Run 1, cell sizes after repair:
The bar under the picture is 20 um long.
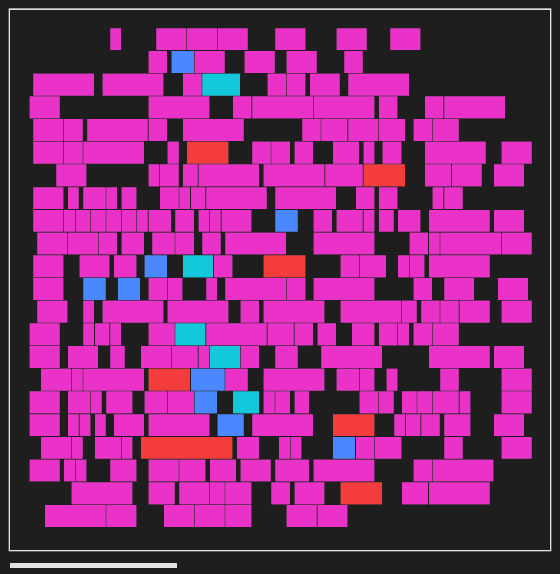
Run 1, the clock network:
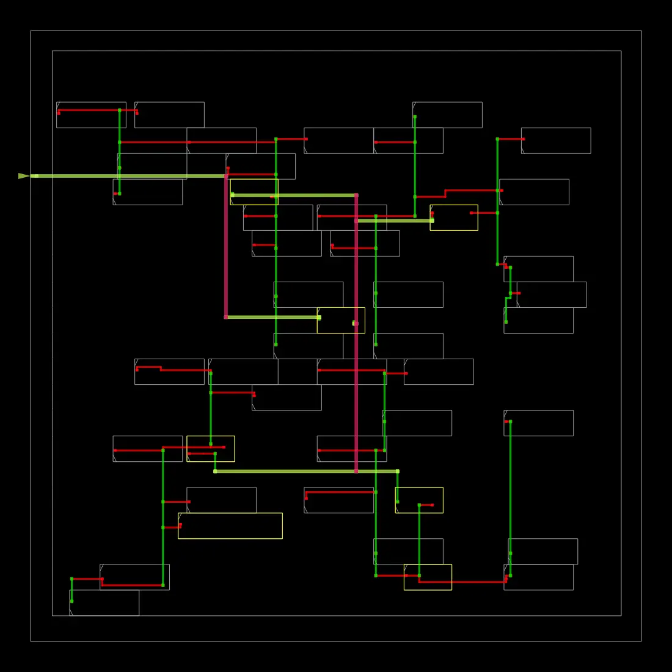
Run 1, M1 wires:
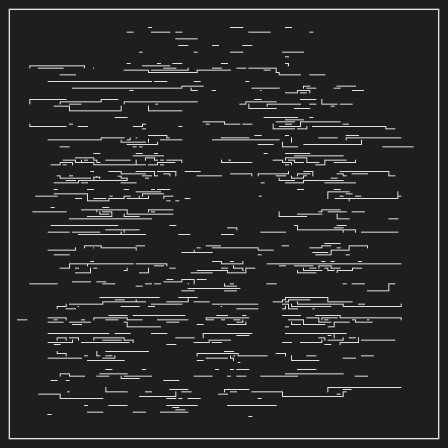
[src/rtl/rv32_pipe_ctrl.sv]
// rv32_pipe_ctrl: control unit for a three-stage RV32 pipeline (FD -> EX -> MW).
//
// Decodes the FD instruction into a control record. The record moves through
// the EX and MW control registers. The unit detects load-use hazards and resolves
// taken branches. It also counts the instructions that retire from MW.
//
// Ports
//   clk       in   system clock; all state updates on the rising edge
//   rst_n     in   synchronous active-low reset
//   inst      in   [31:0] instruction in the FD stage
//   alu_zero  in   ALU result-equals-zero flag for the EX stage
//   ctrl      out  [0:12] control vector:
//                  [0] pc_sel, [1] reg_we, [2:4] imm_type, [5] alu_src,
//                  [6:8] alu_op, [9] mem_we, [10] wb_sel, [11] pc_hold, [12] flush
//   illegal   out  one-cycle pulse while an unsupported instruction sits in EX
//   retired   out  [15:0] wrapping count of instructions retired from MW
module rv32_pipe_ctrl (
    input  logic        clk,
    input  logic        rst_n,
    input  logic [31:0] inst,
    input  logic        alu_zero,
    output logic [0:12] ctrl,
    output logic        illegal,
    output logic [15:0] retired
);

    localparam logic [6:0] OpR      = 7'b0110011;
    localparam logic [6:0] OpImm    = 7'b0010011;
    localparam logic [6:0] OpLoad   = 7'b0000011;
    localparam logic [6:0] OpStore  = 7'b0100011;
    localparam logic [6:0] OpBranch = 7'b1100011;

    localparam logic [2:0] ImmI = 3'b000;
    localparam logic [2:0] ImmS = 3'b001;
    localparam logic [2:0] ImmB = 3'b010;

    localparam logic [2:0] AluAdd = 3'b000;
    localparam logic [2:0] AluSub = 3'b001;
    localparam logic [2:0] AluAnd = 3'b010;
    localparam logic [2:0] AluOr  = 3'b011;
    localparam logic [2:0] AluXor = 3'b100;
    localparam logic [2:0] AluSlt = 3'b101;
    localparam logic [2:0] AluSll = 3'b110;
    localparam logic [2:0] AluSrl = 3'b111;

    localparam logic [1:0] StBoot  = 2'd0;
    localparam logic [1:0] StRun   = 2'd1;
    localparam logic [1:0] StStall = 2'd2;
    localparam logic [1:0] StFlush = 2'd3;

    // An all-zero record is a bubble.
    typedef struct packed {
        logic       valid;
        logic       illegal;
        logic       reg_we;
        logic       alu_src;
        logic [2:0] alu_op;
        logic       mem_we;
        logic       wb_sel;
        logic       is_load;
        logic       is_branch;
        logic       is_bne;
        logic [4:0] rd;
    } ex_ctl_t;

    // Maps funct3 to the ALU operation for R and I-ALU instructions. sltu
    // folds onto slt. sra folds onto srl.
    function automatic logic [2:0] alu_funct(input logic [2:0] f3, input logic sub_sel);
        logic [2:0] op;
        case (f3)
            3'b000:  op = sub_sel ? AluSub : AluAdd;
            3'b001:  op = AluSll;
            3'b010:  op = AluSlt;
            3'b011:  op = AluSlt;
            3'b100:  op = AluXor;
            3'b101:  op = AluSrl;
            3'b110:  op = AluOr;
            default: op = AluAnd;
        endcase
        return op;
    endfunction

    logic [1:0]  state_q, state_d;
    ex_ctl_t     ex_q, ex_d, fd_ctl;
    logic        mw_valid_q, mw_reg_we_q, mw_mem_we_q, mw_wb_sel_q;
    logic [15:0] retired_q;

    logic [6:0]  opcode;
    logic [4:0]  fd_rd, fd_rs1, fd_rs2;
    logic [2:0]  fd_funct3;
    logic [2:0]  fd_imm;
    logic        fd_uses_rs2;
    logic        taken, hazard, boot;

    assign opcode    = inst[6:0];
    assign fd_rd     = inst[11:7];
    assign fd_funct3 = inst[14:12];
    assign fd_rs1    = inst[19:15];
    assign fd_rs2    = inst[24:20];

    logic unused_inst;
    assign unused_inst = ^{inst[31], inst[29:25]};

    // FD decode
    always_comb begin
        fd_ctl      = '0;
        fd_imm      = ImmI;
        fd_uses_rs2 = 1'b0;
        case (opcode)
            OpR: begin
                fd_ctl.valid  = 1'b1;
                fd_ctl.rd     = fd_rd;
                fd_ctl.reg_we = (fd_rd != 5'd0);
                fd_ctl.alu_op = alu_funct(fd_funct3, inst[30]);
                fd_uses_rs2   = 1'b1;
            end
            OpImm: begin
                fd_ctl.valid   = 1'b1;
                fd_ctl.rd      = fd_rd;
                fd_ctl.reg_we  = (fd_rd != 5'd0);
                fd_ctl.alu_src = 1'b1;
                fd_ctl.alu_op  = alu_funct(fd_funct3, 1'b0);
            end
            OpLoad: begin
                fd_ctl.valid   = 1'b1;
                fd_ctl.rd      = fd_rd;
                fd_ctl.reg_we  = (fd_rd != 5'd0);
                fd_ctl.alu_src = 1'b1;
                fd_ctl.alu_op  = AluAdd;
                fd_ctl.wb_sel  = 1'b1;
                fd_ctl.is_load = 1'b1;
            end
            OpStore: begin
                fd_ctl.valid   = 1'b1;
                fd_ctl.alu_src = 1'b1;
                fd_ctl.alu_op  = AluAdd;
                fd_ctl.mem_we  = 1'b1;
                fd_imm         = ImmS;
                fd_uses_rs2    = 1'b1;
            end
            OpBranch: begin
                fd_imm      = ImmB;
                fd_uses_rs2 = 1'b1;
                if (fd_funct3[2:1] == 2'b00) begin
                    fd_ctl.valid     = 1'b1;
                    fd_ctl.alu_op    = AluSub;
                    fd_ctl.is_branch = 1'b1;
                    fd_ctl.is_bne    = fd_funct3[0];
                end else begin
                    fd_ctl.illegal = 1'b1;
                end
            end
            default: fd_ctl.illegal = 1'b1;
        endcase
    end

    assign boot  = (state_q == StBoot);
    // BEQ takes on zero. BNE takes on non-zero.
    assign taken = ex_q.valid & ex_q.is_branch & (alu_zero ^ ex_q.is_bne);
    assign hazard = ex_q.valid & ex_q.is_load & (ex_q.rd != 5'd0) &
                    ((fd_rs1 == ex_q.rd) | (fd_uses_rs2 & (fd_rs2 == ex_q.rd)));

    always_comb begin
        state_d = StRun;
        case (state_q)
            StBoot:  state_d = StRun;
            StRun: begin
                if (taken) begin
                    state_d = StFlush;
                end else if (hazard) begin
                    state_d = StStall;
                end
            end
            // EX holds a bubble in both states, so nothing can redirect here.
            StStall: state_d = StRun;
            StFlush: state_d = StRun;
            default: state_d = StBoot;
        endcase
    end

    // The FD instruction reaches EX only when it is neither held nor squashed.
    assign ex_d = (boot | taken | hazard) ? '0 : fd_ctl;

    always_ff @(posedge clk) begin
        if (!rst_n) begin
            state_q     <= StBoot;
            ex_q        <= '0;
            mw_valid_q  <= 1'b0;
            mw_reg_we_q <= 1'b0;
            mw_mem_we_q <= 1'b0;
            mw_wb_sel_q <= 1'b0;
            retired_q   <= 16'd0;
        end else begin
            state_q     <= state_d;
            ex_q        <= ex_d;
            mw_valid_q  <= ex_q.valid;
            mw_reg_we_q <= ex_q.reg_we;
            mw_mem_we_q <= ex_q.mem_we;
            mw_wb_sel_q <= ex_q.wb_sel;
            if (mw_valid_q) begin
                retired_q <= retired_q + 16'd1;
            end
        end
    end

    // While reset is asserted, everything except the FD imm_type reads zero.
    always_comb begin
        ctrl      = '0;
        ctrl[2:4] = fd_imm;
        if (rst_n) begin
            ctrl[0]   = taken;
            ctrl[1]   = mw_reg_we_q;
            ctrl[5]   = ex_q.alu_src;
            ctrl[6:8] = ex_q.alu_op;
            ctrl[9]   = mw_mem_we_q;
            ctrl[10]  = mw_wb_sel_q;
            ctrl[11]  = boot | (hazard & ~taken);
            ctrl[12]  = taken;
        end
    end

    assign illegal = rst_n & ex_q.illegal;
    assign retired = retired_q;

endmodule

[config.mk]
export PLATFORM = sky130hd
export DESIGN_NAME = rv32_pipe_ctrl
export DESIGN_NICKNAME = d
export VERILOG_FILES = /design/src/rtl/rv32_pipe_ctrl.sv
export SDC_FILE = /design/constraint.sdc
export NUM_CORES = 1
export LEC_CHECK = 0
export CORE_MARGIN = 2
export CORE_UTILIZATION = 47
export DETAILED_ROUTE_END_ITERATION = 7
export PLACE_DENSITY = 0.84
export SLEW_MARGIN = 5
export SYNTH_ARGS = -nofsm -noshare
export SYNTH_HDL_FRONTEND = slang
export SYNTH_SLANG_ARGS = --single-unit
[constraint.sdc]
create_clock -name clk -period 2.5 [get_ports clk]
set_input_delay 0.25 -clock clk [delete_from_list [all_inputs] [get_ports clk]]
set_output_delay 0.25 -clock clk [all_outputs]
set_load 0.005 [all_outputs]
==> run summary, run 1 <==
Data required time of the worst path = 2.25 ns
Post-DP HPWL = 2740 um
Instance count on the critical path = 7
Number of flops mapped to enable cells by yosys = 0
Final Total Pwr = 1.23 mW
Setup crit start kind = input pin
Result of the run = finished clean
Fin cells = 308
Dominant cell area share = 43.9%
Mux frac, synth = 0.578%
Leakage power of the design = 0.947 nW
Fmax = 429 MHz
Chip area line of the yosys report = 1730 um^2
Slowest stage cell, crit path = sky130_fd_sc_hd__or4_4
Net Sw Frac = 19.6%
Total number of placement rows = 22
Met3 wire length = 210 um
Async S/R FF share, synth = 0%
Multi-input comb cells = 147
Root Driver = sky130_fd_sc_hd__clkbuf_8
Buffering stage count on the worst path with inverters included = 2
Tally of OpenROAD warnings = 32
CTS tree = yes
Detailed-router iteration count before antenna repair = 4
Die footprint = 4190 um^2
Via density per instance = 4.99
Layout inverter count without the clock tree = 4
Library cell occupying the most area in the post-synthesis netlist = sky130_fd_sc_hd__dfxtp_1
-- 'cell sizes after repair' (at the start) --
[cyan] _2 cells | cells: 5
[red] _6 and larger | cells: 7
[magenta] _0 and _1 cells | cells: 239
[blue] _3 and _4 cells | cells: 9
relative area change from synthesis to final layout: 44.4%
Non-clock buffers: 64
worst-case setup margin in the final layout: 0.171 ns
Finished Cell Area: 2500 um^2

-- 'the clock network' (at the start) --
clock distribution power: 0.519 mW
clock buffers created by TritonCTS: 5
worst clock skew: 0.00408 ns
total number of clock tree sinks: 38
Latency at later pin: 0.28 ns

-- 'M1 wires' (at the start) --
nets with wire on the layer: 243
longest straight run: 20.2 um
share of all routed wire: 40%
main direction: horizontal
detailed-route via count: 1536
met1 routing resource usage after global routing: 19.7%
total wirelength of the detailed-routed design: 3470 um

-- run 1: cell usage in the layout (no fill, tap or decap), drive strengths merged, types with 3 or more instances in the layout --
master,count
inv,4
o21ai,6
clkdlybuf4s50,56
clkbuf,6
and2,27
nand3,6
a21oi,5
nand2,21
nor2,10
nor2b,4
and3,6
xnor2,18
or4,3
nand4,4
a21boi,3
buf,7
nor3,7
or3,4
dfxtp,38
xor2,5
-- run 1: flip-flops by register name (all words and copies together), names as in the netlist --
name,flops
mw_mem_we_q,1
retired,16
mw_wb_sel_q,1
ex_q,16
mw_valid_q,1
mw_reg_we_q,1
state_q,2
--- run 2 (diff from run 1) ---
CTS_CLUSTER_DIAMETER = 80   (was default)
Run 2, M1 wires:
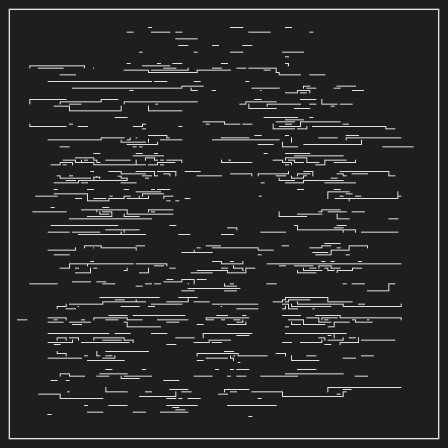
main direction: horizontal
nets with wire on the layer: 243
share of all routed wire: 40%

==> run summary, run 2 <==
DRC viols = 0
Post-DP HPWL = 2740 um
Number of library cell types mapped by synthesis = 37
Die footprint = 4190 um^2
Top cells by area = sky130_fd_sc_hd__dfxtp_1 (44%), sky130_fd_sc_hd__and2_1 (9.4%), sky130_fd_sc_hd__xnor2_1 (9.1%)
Wire length of the first global-routing pass = 6130 um
Hold Startpoint = ex_q[14]
Net Sw Frac = 19.6%
Result of the run = finished clean
Initial core utilization = 48.0%
Via density per instance = 4.99
Slowest stage cell, crit path = sky130_fd_sc_hd__or4_4
Most numerous logic cell after layout = sky130_fd_sc_hd__clkdlybuf4s50_1
Non-clock buffers = 64
Mapped Nets = 231
Highest-count cells in the layout ignoring fill and taps = sky130_fd_sc_hd__clkdlybuf4s50_1 (56), sky130_fd_sc_hd__dfxtp_1 (38), sky130_fd_sc_hd__and2_1 (26), sky130_fd_sc_hd__nand2_1 (21), sky130_fd_sc_hd__xnor2_1 (18)
Met1 routing resource usage after global routing = 19.7%
Detailed-router iteration count before antenna repair = 4
Area share of buffers outside the clock network = 24.9%
Total number of clock tree sinks = 38
Chip area line of the yosys report = 1730 um^2
Clock buffers created by TritonCTS = 5
Layout inverter count without the clock tree = 4
CTS tree = yes
Latency at later pin = 0.28 ns
Setup crit start kind = input pin
Total number of placement rows = 22
H-tree levels = 2
Relative area change from synthesis to final layout = 44.4%
Number of flops mapped to enable cells by yosys = 0
Finished Cell Area = 2500 um^2
Library cell occupying the most area in the post-synthesis netlist = sky130_fd_sc_hd__dfxtp_1
Data required time of the worst path = 2.25 ns
Tally of OpenROAD warnings = 32
Instance area at placement = 2380 um^2
Clock distribution power = 0.519 mW
Fmax = 429 MHz
Leakage power of the design = 0.947 nW
Total wirelength of the detailed-routed design = 3470 um
Multi-input comb cells = 147
Dominant cell area share = 43.9%
Async S/R FF share, synth = 0%
Heaviest power group = sequential cells
Worst-case setup margin in the final layout = 0.171 ns
Detailed-route via count = 1536
Worst clock skew = 0.00408 ns
Met3 wire length = 210 um
Root Driver = sky130_fd_sc_hd__clkbuf_8
Total of endpoints with negative setup slack in the final report = 0
## run 2: cell counts after synthesis
Identical to the previous run, type by type.
## run 2: worst max-delay path, delay by kind of cell
family,cells,cell delay [ns]
AND/OR/NAND/NOR,3,0.92
buffers and inverters,2,0.65
AND-OR/OR-AND,2,0.26
## run 2: cells by family after synthesis
group,count (synthesis),share of synthesized area (%)
and+or+nand+nor,99,32.2
DFF,38,43.9
other,1,0.217
AOI/OAI and AO/OA,22,8.16
adders and majority gates,1,0.722
buffers and inverters,10,2.60
xor gates and xnor gates,23,11.6
muxes,1,0.578
## run 2: through the flow
step	util, %	setup TNS [ns]	instances
global placement	66.1	-0.0995	301
global route	69.3	0	308
detailed placement	66.1	-0.109	301
finish	69.3	0	308
floorplan	-	0	195
CTS	69.3	0	308
--- run 3 (diff from run 2) ---
CORE_UTILIZATION = 44   (was 47)
PLACE_DENSITY = 0.8   (was 0.84)
clock period = 2.2 ns   (was 2.5 ns; I/O delays follow)
Run 3, cell sizes after repair:
The bar under the picture is 20 um long.
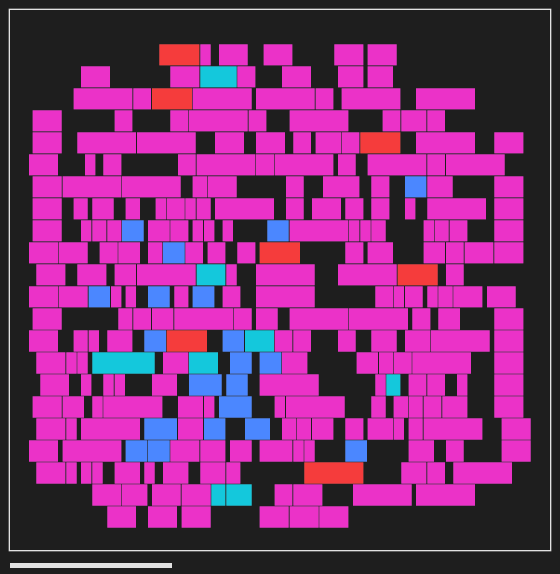
[red] _6 and larger | cells: 7
[cyan] _2 cells | cells: 8
[blue] _3 and _4 cells | cells: 20
[magenta] _0 and _1 cells | cells: 235
Non-clock buffers: 73
Finished Cell Area: 2570 um^2

==> run summary, run 3 <==
Result of the run = finished clean
Total number of placement rows = 22
Clock buffers created by TritonCTS = 5
Drt wl/cell = 11.6 um
Library cell occupying the most area in the post-synthesis netlist = sky130_fd_sc_hd__dfxtp_1
Fraction of the mapped netlist area in compound gates = 8.16%
Most numerous logic cell after layout = sky130_fd_sc_hd__clkdlybuf4s50_1
Multi-input comb cells = 147
Leakage power of the design = 0.983 nW
Setup crit start kind = register
Chip area line of the yosys report = 1730 um^2
Total wirelength of the detailed-routed design = 3690 um
Post-DP HPWL = 2900 um
Mux frac, synth = 0.578%
Mapped Nets = 231
Async S/R FF share, synth = 0%
Worst clock skew = 0.00498 ns
Critical path data arrival time = 1.93 ns
Total number of clock tree sinks = 38
Number of library cell types mapped by synthesis = 37
Detailed-route via count = 1544
Buffering stage count on the worst path with inverters included = 1
Fmax = 464 MHz
Wire length of the first global-routing pass = 6070 um
Tally of OpenROAD warnings = 33
Total of endpoints with negative setup slack in the final report = 0
Area share of fa/ha/maj cells after synthesis = 0.723%
Met1 routing resource usage after global routing = 20.2%
Final Util = 69.1%
CTS tree = yes
Slowest stage cell, crit path = sky130_fd_sc_hd__or4_4
Top cells by area = sky130_fd_sc_hd__dfxtp_1 (44%), sky130_fd_sc_hd__and2_1 (9.4%), sky130_fd_sc_hd__xnor2_1 (9.1%)
DRC viols = 0
Area share of buffers outside the clock network = 27.2%
Instance area at placement = 2440 um^2
Fraction of synthesized cell area in xor and xnor cells = 11.6%
Dominant cell area share = 43.9%
Worst-case setup margin in the final layout = 0.0463 ns
Number of flops mapped to enable cells by yosys = 0
Met3 wire length = 223 um
Top logic family = simple AND/OR/NAND/NOR gates
Die footprint = 4450 um^2
Layout inverter count without the clock tree = 4
Data required time of the worst path = 1.98 ns
Final Total Pwr = 1.32 mW
Initial core utilization = 46.6%
H-tree levels = 2
Cells after DPL = 307
Classification of the worst setup path = reg2out
Highest-count cells in the layout ignoring fill and taps = sky130_fd_sc_hd__clkdlybuf4s50_1 (56), sky130_fd_sc_hd__dfxtp_1 (37), sky130_fd_sc_hd__and2_1 (26), sky130_fd_sc_hd__nand2_1 (21), sky130_fd_sc_hd__xnor2_1 (18)
==> run 3: power by group <==
part | switching [mW] | leakage, nW | total (mW) | internal (mW)
Sequential | 0.00153 | 0.307 | 0.692 | 0.690
Combinational | 0.0467 | 0.629 | 0.125 | 0.0781
Clock | 0.248 | 0.0472 | 0.500 | 0.252
==> run 3: cells by family after synthesis <==
family	Yosys count
buf+inv	10
mux	1
simple gates	99
xor+xnor	23
compound gates	22
flops	38
fa+ha+maj	1
other cells	1
==> run 3: final timing paths <==
check	start	to	slack (ns)
worst max-delay path	ex_q[1]	ctrl[11]	0.05
worst min-delay path	ex_q[14]	mw_reg_we_q	0.44
worst max register to register	ex_q[1]	ex_q[11]	0.16
worst min register to register	ex_q[14]	mw_reg_we_q	0.44
Power and IR drop assume default switching activity.
